## src/rtl/decode_reg_scoreboard.sv

```systemverilog
// Register-read decode with a per-register outstanding-write scoreboard.
// Stalls issue on RAW/saturation hazards and registers read params in a valid/ready stage.
package decode_reg_pkg;
    localparam int REG_FIELD_W = 5;

    typedef enum logic [6:0] {
        OPC_LOAD   = 7'b0000011,
        OPC_OP_IMM = 7'b0010011,
        OPC_AUIPC  = 7'b0010111,
        OPC_STORE  = 7'b0100011,
        OPC_OP     = 7'b0110011,
        OPC_LUI    = 7'b0110111,
        OPC_BRANCH = 7'b1100011,
        OPC_JALR   = 7'b1100111,
        OPC_JAL    = 7'b1101111,
        OPC_SYSTEM = 7'b1110011
    } opcode_e;

    typedef enum logic {
        CSR_SEL_REG = 1'b0,
        CSR_SEL_IMM = 1'b1
    } csr_sel_e;

    typedef struct packed {
        csr_sel_e   input_select;
        logic [1:0] op;
    } sys_funct3_t;

    typedef struct packed {
        logic [6:0]             funct7;
        logic [REG_FIELD_W-1:0] rs2;
        logic [REG_FIELD_W-1:0] rs1;
        logic [2:0]             funct3;
        logic [REG_FIELD_W-1:0] rd;
    } r_instr_t;

    typedef struct packed {
        logic [11:0]            csr;
        logic [REG_FIELD_W-1:0] rs1;
        sys_funct3_t            funct3;
        logic [REG_FIELD_W-1:0] rd;
    } system_t;

    typedef union packed {
        r_instr_t r_instr;
        system_t  system;
    } instr_params_u;

    typedef struct packed {
        opcode_e       opcode;
        instr_params_u params;
    } instr_packet;

    typedef struct packed {
        logic [REG_FIELD_W-1:0] addr_rs1;
        logic [REG_FIELD_W-1:0] addr_rs2;
    } reg_file_read_params_t;
endpackage

module decode_reg_scoreboard
    import decode_reg_pkg::*;
#(
    parameter int NUM_REGS  = 32,
    parameter int ADDR_W    = $clog2(NUM_REGS),
    parameter int PEND_W    = 2,
    parameter int WB_BYPASS = 1
) (
    input  logic                  clk,
    input  logic                  rst_n,
    input  logic                  in_valid,
    output logic                  in_ready,
    input  instr_packet           instr,
    input  logic                  flush,
    input  logic                  wb_valid,
    input  logic [ADDR_W-1:0]     wb_addr,
    output logic                  out_valid,
    input  logic                  out_ready,
    output reg_file_read_params_t params,
    output logic [ADDR_W-1:0]     out_rd,
    output logic                  out_rd_we,
    output logic [NUM_REGS-1:0]   busy_vec,
    output logic                  wb_underflow
);
    localparam logic [PEND_W-1:0] CNT_MAX = '1;

    logic [PEND_W-1:0] cnt [NUM_REGS];
    logic [ADDR_W-1:0] rs1_a, rs2_a, rd_a;
    logic [PEND_W-1:0] cnt_rs1, cnt_rs2, cnt_rd;
    logic              rs1_used, rs2_used, rd_we, csr_imm, is_lui;
    logic              bypass_rs1, bypass_rs2, hz_rs1, hz_rs2, hz_sat, src_hz;
    logic              accept;
    logic              unused_bits;

    assign unused_bits = ^instr.params.r_instr.funct7;

    always_comb begin
        csr_imm  = (instr.opcode == OPC_SYSTEM) &&
                   (instr.params.system.funct3.input_select == CSR_SEL_IMM);
        is_lui   = (instr.opcode == OPC_LUI);
        rs1_used = !(is_lui || instr.opcode == OPC_AUIPC || instr.opcode == OPC_JAL || csr_imm);
        rs2_used = (instr.opcode == OPC_OP) || (instr.opcode == OPC_STORE) ||
                   (instr.opcode == OPC_BRANCH);
        rs1_a    = (is_lui || csr_imm) ? '0 : ADDR_W'(instr.params.r_instr.rs1);
        rs2_a    = ADDR_W'(instr.params.r_instr.rs2);
        rd_a     = ADDR_W'(instr.params.r_instr.rd);
        rd_we    = 1'b0;
        case (instr.opcode)
            OPC_LUI, OPC_AUIPC, OPC_JAL, OPC_JALR,
            OPC_OP, OPC_OP_IMM, OPC_LOAD: rd_we = 1'b1;
            OPC_SYSTEM:                   rd_we = (instr.params.system.funct3 != '0);
            default:                      rd_we = 1'b0;
        endcase
        rd_we = rd_we && (rd_a != '0);
    end

    assign cnt_rs1 = cnt[rs1_a];
    assign cnt_rs2 = cnt[rs2_a];
    assign cnt_rd  = cnt[rd_a];

    // A writeback retiring the last pending write lets a dependent issue in the same cycle.
    assign bypass_rs1 = (WB_BYPASS != 0) && (cnt_rs1 == PEND_W'(1)) && wb_valid && (wb_addr == rs1_a);
    assign bypass_rs2 = (WB_BYPASS != 0) && (cnt_rs2 == PEND_W'(1)) && wb_valid && (wb_addr == rs2_a);
    assign hz_rs1     = rs1_used && (rs1_a != '0) && (cnt_rs1 != '0) && !bypass_rs1;
    assign hz_rs2     = rs2_used && (rs2_a != '0) && (cnt_rs2 != '0) && !bypass_rs2;
    assign hz_sat     = rd_we && (cnt_rd == CNT_MAX);
    assign src_hz     = hz_rs1 || hz_rs2 || hz_sat;

    assign in_ready = !src_hz && !flush && (!out_valid || out_ready);
    assign accept   = in_valid && in_ready;

    for (genvar g = 0; g < NUM_REGS; g++) begin : g_cnt
        if (g == 0) begin : g_zero
            assign cnt[g] = '0;
        end else begin : g_reg
            logic [PEND_W-1:0] cnt_q;
            logic              inc, dec;

            assign inc = accept && rd_we && (rd_a == ADDR_W'(g));
            assign dec = wb_valid && (wb_addr == ADDR_W'(g)) && (cnt_q != '0);

            always_ff @(posedge clk or negedge rst_n) begin
                if (!rst_n) begin
                    cnt_q <= '0;
                end else if (inc && !dec) begin
                    cnt_q <= cnt_q + PEND_W'(1);
                end else if (dec && !inc) begin
                    cnt_q <= cnt_q - PEND_W'(1);
                end
            end

            assign cnt[g] = cnt_q;
        end
        assign busy_vec[g] = (cnt[g] != '0);
    end

    always_ff @(posedge clk or negedge rst_n) begin
        if (!rst_n) begin
            out_valid    <= 1'b0;
            params       <= '0;
            out_rd       <= '0;
            out_rd_we    <= 1'b0;
            wb_underflow <= 1'b0;
        end else begin
            if (accept) begin
                out_valid       <= 1'b1;
                params.addr_rs1 <= REG_FIELD_W'(rs1_a);
                params.addr_rs2 <= REG_FIELD_W'(rs2_a);
                out_rd          <= rd_a;
                out_rd_we       <= rd_we;
            end else if (flush || out_ready) begin
                out_valid <= 1'b0;
            end
            if (wb_valid && (wb_addr != '0) && (cnt[wb_addr] == '0)) begin
                wb_underflow <= 1'b1;
            end
        end
    end
endmodule

```

## config.mk

```make
export PLATFORM = sky130hd
export DESIGN_NAME = decode_reg_scoreboard
export DESIGN_NICKNAME = d
export VERILOG_FILES = /design/src/rtl/decode_reg_scoreboard.sv
export SDC_FILE = /design/constraint.sdc
export NUM_CORES = 1
export LEC_CHECK = 0
export CAP_MARGIN = 20
export CORE_UTILIZATION = 50
export CTS_BUF_LIST = sky130_fd_sc_hd__clkbuf_4 sky130_fd_sc_hd__clkbuf_8
export DETAILED_ROUTE_END_ITERATION = 16
export PLACE_DENSITY = 0.74
export REMOVE_ABC_BUFFERS = 1
export SYNTH_ARGS = -nofsm -noshare
export SYNTH_HDL_FRONTEND = slang
export SYNTH_SLANG_ARGS = --single-unit
export TNS_END_PERCENT = 50
```

## constraint.sdc

```tcl
create_clock -name clk -period 6 [get_ports clk]
set_input_delay 1.5 -clock clk [delete_from_list [all_inputs] [get_ports clk]]
set_output_delay 1.5 -clock clk [all_outputs]
set_load 0.02 [all_outputs]
```

==> images/layers.png <==
Scale: 4 px per µm. Only two layers are drawn.
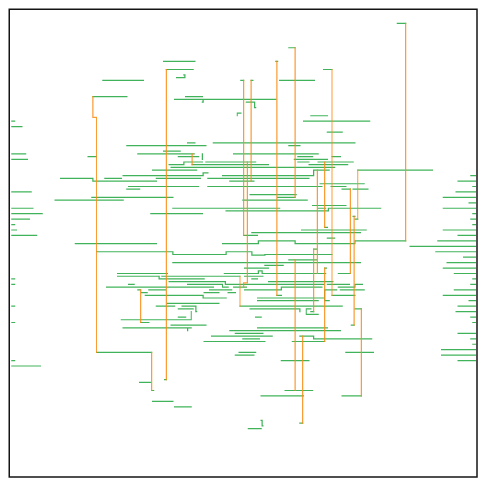
Key: orange = M4 [wire length 686 µm]; green = M3 [wire length 1790 µm]

==> images/ff_map.png <==
Scale: 4 px per µm. Other sequential cells in the stronger grey, the rest of the logic in the fainter grey.
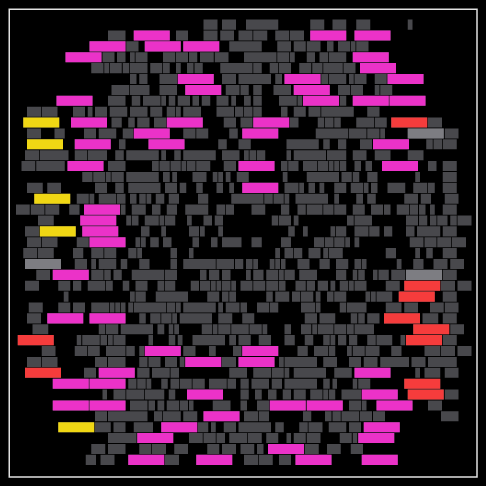
Key: red = params [sequential cells 10]; magenta = g_cnt.g_reg.cnt_q [sequential cells 62, where spread over the die]; yellow = out_rd [sequential cells 5]

==> images/congestion_map.png <==
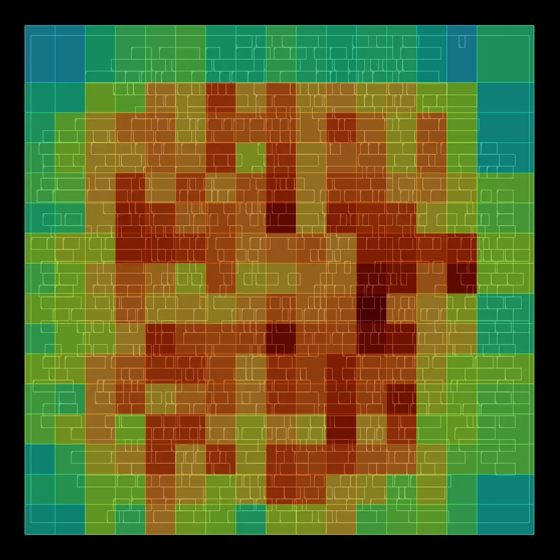
Layout Utilization: 0.6184
total track usage: 0.3182

==> notes.md <==
Entry: Yosys synthesis followed by OpenROAD place and route.

Timing:
- The run puts the worst-case hold slack at 0.4639 ns.
- Setup repair after global routing left no endpoint under its margin.
- The run gives the minimum setup slack in the final design as 0.1086 ns.

Setup path:
- The worst register-to-register path begins at g_cnt[14].g_reg.cnt_q[1]$_DFFE_PN0P_.
- Data on the critical path is required at its endpoint by 4.50 ns.
- The worst register-to-register path has a depth of 13.
- The run gives the worst reg-to-reg setup slack as 2.17 ns.
- The run gives the number of buffers and inverters on the critical path as 3.
- The cell sequence reported for the critical path is clkdlybuf4s50_1 -> buf_12 -> mux4_2 -> nor3b_1 -> a21oi_1 -> and4_1 -> nor3b_2 -> nand3_1 -> nor2_1 -> clkdlybuf4s50_1.

Layout:
- The run gives the most frequent logic cell in the layout as sky130_fd_sc_hd__clkdlybuf4s50_1.
- With fillers left out, the area of the finished cells amounts to 7868 µm².
- Relative to the synthesized area, the layout overhead comes to 19.93%.
- The run puts the filler cell count at 1140.

Synth:
- sky130_fd_sc_hd__dfrtp_1 takes more of the synthesized area than any other cell.
- The run gives the post-synthesis sequential area ratio as 0.3052.
- The run puts the post-synth area from yosys stat at 6560 µm².
- The run gives the compound-gate portion of the synthesized area as 0.08659.
- The run gives the tally of unique sky130hd cells used after synthesis as 64.

Place:
- The count of buffers added on input and output ports is 85.
- After detailed placement, the total cell area comes to 7666 µm².
- In the placement report, post-DP HPWL is listed as 15190 µm.
- Routability-driven placement finished with a final weighted congestion of 0.9419.

Clock tree:
- The run gives the post-cts resize count as 0.
- The run puts the level count of the clock H-tree at 3.

Power and ir drop:
- The run puts the cell area power density at 191.7 nW/µm².
- Of the total power, the clock network draws 0.242.
- The run gives the power dissipated in combinational cells as 495 µW.
- The power report lists the clock group at 365 µW.
- The run puts the cell leakage power at 3.547 nW.
- The switching portion of total power comes to 0.3391.

Detailed routing:
- Per the detail_route log, met3 wirelength is 1792 µm.
- The run gives the detailed-router iteration count before antenna repair as 5.
- The run gives the routed metal-1 wire length as 8597 µm.

Global routing:
- The run puts the via count of the first global-routing pass at 5830.
- The run puts the initial antenna violation count at 0.
- For this run the aggregate overflow at the end of global routing stands at 0.

Die:
- The die covers 13580 µm².
- The run puts the die width at 116.5 µm.
- The run gives the cell row count as 41.
- The run puts the number of I/O pins at 94.

Hold path:
- The run gives the path type of the worst min-delay path as flop to flop.
- The startpoint identified for the worst hold timing path is wb_underflow$_DFFE_PN0P_.

Flow run:
- The run gives the stage-log warning count as 32.

Outcome:
- The flow ran to the end, and the final reports show no timing, DRC or antenna violations.
==> cell type report <==
type | instances | area (µm²) | share of cell area
Clock buffer | 12 | 158.9 | 0.02020
Clock inverter | 1 | 5.005 | 0.0006361
Inverter | 16 | 60.06 | 0.007634
Multi-Input combinational cell | 540 | 4320 | 0.5491
Sequential cell | 80 | 2002 | 0.2545
Tap cell | 172 | 215.2 | 0.02735
Timing Repair Buffer | 108 | 1106 | 0.1406
==> state kept, by name, indices dropped and copies added, names as in the netlist <==
register,cells
out_rd_we,1
out_rd,5
out_valid,1
params,10
g_cnt.g_reg.cnt_q,62
wb_underflow,1
==> through the flow <==
stage	util	TNS, ns	power, mW
floorplan	-	-154.61	0.8898
global placement	0.6026	0	1.133
detailed placement	0.6026	0	1.144
CTS	0.6155	0	1.504
global route	0.6184	0	1.566
finish	0.6184	0	1.509
Power and IR drop assume default switching activity.
